File: config.mk
export PLATFORM = sky130hd
export DESIGN_NAME = sync_fifo_ctl
export DESIGN_NICKNAME = d
export VERILOG_FILES = /design/src/rtl/sync_fifo_ctl.sv
export SDC_FILE = /design/constraint.sdc
export NUM_CORES = 1
export LEC_CHECK = 0
export CORE_MARGIN = 2
export CORE_UTILIZATION = 29
export DETAILED_ROUTE_END_ITERATION = 12
export PLACE_DENSITY = 0.47
export SLEW_MARGIN = 40
export SYNTH_ARGS = -nofsm -noshare
export SYNTH_HDL_FRONTEND = slang
export SYNTH_SLANG_ARGS = --single-unit
export TNS_END_PERCENT = 1
File: constraint.sdc
create_clock -name clk -period 4.6 [get_ports clk]
set_clock_uncertainty 0.05 [all_clocks]
set_input_delay 0.46 -clock clk [delete_from_list [all_inputs] [get_ports clk]]
set_output_delay 0.46 -clock clk [all_outputs]
set_load 0.01 [all_outputs]
File: src/rtl/sync_fifo_ctl.sv
// sync_fifo_ctl: single-clock FIFO with an explicit occupancy count, almost-full and
// almost-empty flags, overflow/underflow pulses and a selectable read mode
// (FWFT=0 registered read, FWFT=1 first-word fall-through).
module sync_fifo_ctl #(
  parameter int DSIZE     = 8,
  parameter int ASIZE     = 4,
  parameter int AFULL_TH  = 12,
  parameter int AEMPTY_TH = 2,
  parameter int FWFT      = 0
) (
  input  logic             clk,
  input  logic             rst,
  input  logic [DSIZE-1:0] wdata,
  input  logic             winc,
  output logic             wfull,
  output logic             walmost_full,
  output logic             overflow,
  output logic [DSIZE-1:0] rdata,
  input  logic             rinc,
  output logic             rempty,
  output logic             ralmost_empty,
  output logic             underflow,
  output logic [ASIZE:0]   count
);

  localparam int             DEPTH     = 2**ASIZE;
  localparam logic [ASIZE:0] LP_DEPTH  = (ASIZE+1)'(DEPTH);
  localparam logic [ASIZE:0] LP_AFULL  = (ASIZE+1)'(AFULL_TH);
  localparam logic [ASIZE:0] LP_AEMPTY = (ASIZE+1)'(AEMPTY_TH);

  logic [DSIZE-1:0] r_mem [DEPTH];
  logic [ASIZE-1:0] r_wptr;
  logic [ASIZE-1:0] r_rptr;
  logic [ASIZE:0]   r_count;
  logic [DSIZE-1:0] r_rdata;
  logic             r_wfull;
  logic             r_walmost_full;
  logic             r_overflow;
  logic             r_rempty;
  logic             r_ralmost_empty;
  logic             r_underflow;

  logic             w_rd_acc;
  logic             w_wr_acc;
  logic [ASIZE:0]   w_count_nxt;
  logic [DSIZE-1:0] w_fwft_data;

  // Accept decisions and next occupancy; a write into a full FIFO is allowed when a read frees a slot
  always_comb begin
    w_rd_acc    = rinc && (r_count != '0);
    w_wr_acc    = winc && ((r_count != LP_DEPTH) || w_rd_acc);
    w_count_nxt = r_count;
    case ({w_wr_acc, w_rd_acc})
      2'b10:   w_count_nxt = r_count + (ASIZE+1)'(1);
      2'b01:   w_count_nxt = r_count - (ASIZE+1)'(1);
      default: w_count_nxt = r_count;
    endcase
  end

  // Pointers, count and all flags; flags come from the next count so they are valid right after the edge
  always_ff @(posedge clk) begin
    if (rst) begin
      r_wptr          <= '0;
      r_rptr          <= '0;
      r_count         <= '0;
      r_wfull         <= 1'b0;
      r_walmost_full  <= 1'b0;
      r_overflow      <= 1'b0;
      r_rempty        <= 1'b1;
      r_ralmost_empty <= 1'b1;
      r_underflow     <= 1'b0;
    end else begin
      if (w_wr_acc) r_wptr <= r_wptr + ASIZE'(1);
      if (w_rd_acc) r_rptr <= r_rptr + ASIZE'(1);
      r_count         <= w_count_nxt;
      r_wfull         <= (w_count_nxt == LP_DEPTH);
      r_walmost_full  <= (w_count_nxt >= LP_AFULL);
      r_rempty        <= (w_count_nxt == '0);
      r_ralmost_empty <= (w_count_nxt <= LP_AEMPTY);
      r_overflow      <= winc && !w_wr_acc;
      r_underflow     <= rinc && !w_rd_acc;
    end
  end

  // Storage array; never cleared, and a reset edge blocks any write presented with it
  always_ff @(posedge clk) begin
    if (!rst && w_wr_acc) r_mem[r_wptr] <= wdata;
  end

  // Registered read data: updated only on an accepted read, otherwise holds the last word
  always_ff @(posedge clk) begin
    if (rst) begin
      r_rdata <= '0;
    end else if (w_rd_acc) begin
      r_rdata <= r_mem[r_rptr];
    end
  end

  // Fall-through view of the head entry; masked while empty so stale memory is never shown
  assign w_fwft_data = r_rempty ? '0 : r_mem[r_rptr];

  assign rdata         = (FWFT != 0) ? w_fwft_data : r_rdata;
  assign count         = r_count;
  assign wfull         = r_wfull;
  assign walmost_full  = r_walmost_full;
  assign overflow      = r_overflow;
  assign rempty        = r_rempty;
  assign ralmost_empty = r_ralmost_empty;
  assign underflow     = r_underflow;

endmodule

==> flow_summary.json <==
{
  "outcome": "complete, no violations",
  "synth_simple_gate_area_share_pct": 7.236,
  "clk_pin_slew_ns": 0.06,
  "drt-pass1-iter-count": 4,
  "cp_cell_sequence": "or4_4 > or3b_4 > nand2_2 > ha_1 > inv_1 > fa_1 > nand2b_1 > a21oi_1 > mux2_2 > xnor2_1 > a31o_2",
  "grt_pass1_vias": 3343,
  "critPathSlowestCell": "sky130_fd_sc_hd__or4_4",
  "met2WireLength_mm": 6.184,
  "final-seq-area_um2": 4388,
  "drc_errors": 0,
  "hp-start": "rdata[7]$_SDFFE_PP0P_",
  "cts_htree_levels": 4,
  "critical-path-top-delay-family": "simple AND/OR/NAND/NOR gates",
  "place.detailed.instances": 675,
  "layout-drive-gt1-share_pct": 15.28,
  "worst_path_largest_cell_delay_ns": 0.56,
  "finalMaxSlewViolations": 0,
  "final_net_count": 441,
  "dp.final_hpwl_mm": 8.747,
  "arrival_ns": 3.76,
  "yosys.area_share.aoi_pct": 5.039,
  "vdd_drop_max_uv": 187.6,
  "clock_path_buffers": 2,
  "count_of_state_elements_after_synthesis": 155
}
## power breakdown
group          internal (mW)  switching (mW)  leakage (nW)
registers               1.60          0.0642          1.38
logic                  0.376           0.421         0.669
clock network          0.847           0.523         0.279
## registers in the layout (all words and copies together), names as in the netlist
register       count
wfull              1
ralmost_empty      1
count              5
walmost_full       1
r_wptr             4
underflow          1
r_mem            128
rempty             1
r_rptr             4
rdata              8
overflow           1
## final cells by class
class,instances,area share [%]
Clock buffer,19,5.848
Timing Repair Buffer,38,4.867
Inverter,6,0.3042
Sequential cell,155,59.27
Multi-Input combinational cell,201,23.07
Clock inverter,13,1.994
Tap cell,275,4.648
Signal metal coverage by tile:
Scale: 2 px per um. The die is cut into 30 by 30 equal tiles; dark purple is low, yellow is high, scaled to the fullest tile. Values are wire area over tile area, all layers added.
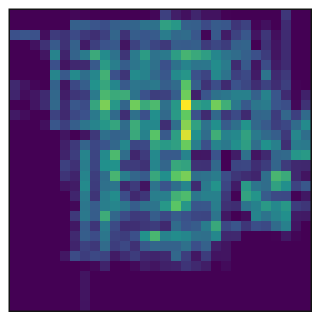
densest ninth of the die	center
fullest tile	0.46
mean over tiles	0.091
tiles over half the peak	8.7%
routed wire length per instance: 18.82 um
combined global-route utilization of all metal layers: 12.41%
total wire length: 13.31 mm
vias after detailed routing: 3,277

Metal 3:
Scale: 2 px per um.
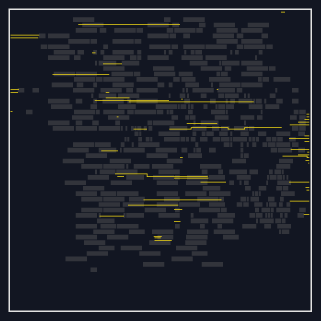
nets with wire on the layer	42
longest straight run	62.1 um
wire length on this layer	593 um
main direction	horizontal
met3 Use GR: 2.879%

Clock routing:
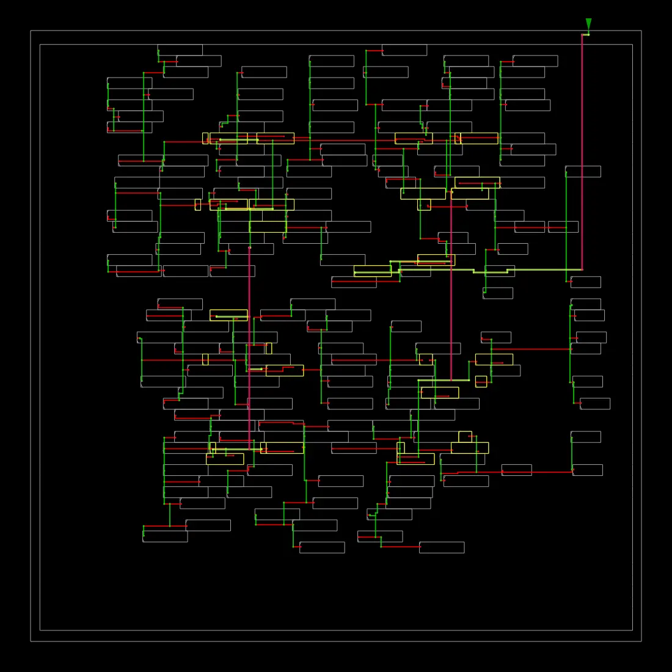
clock latency reported for the late side of the worst-skew pair: 0.42 ns
power of the clock network: 1.37 mW
flip-flop and latch count: 155
clk_buf instances: 19
Clock Sink Count: 155

Power figures rest on the tool's default switching activity, not on a simulated workload.
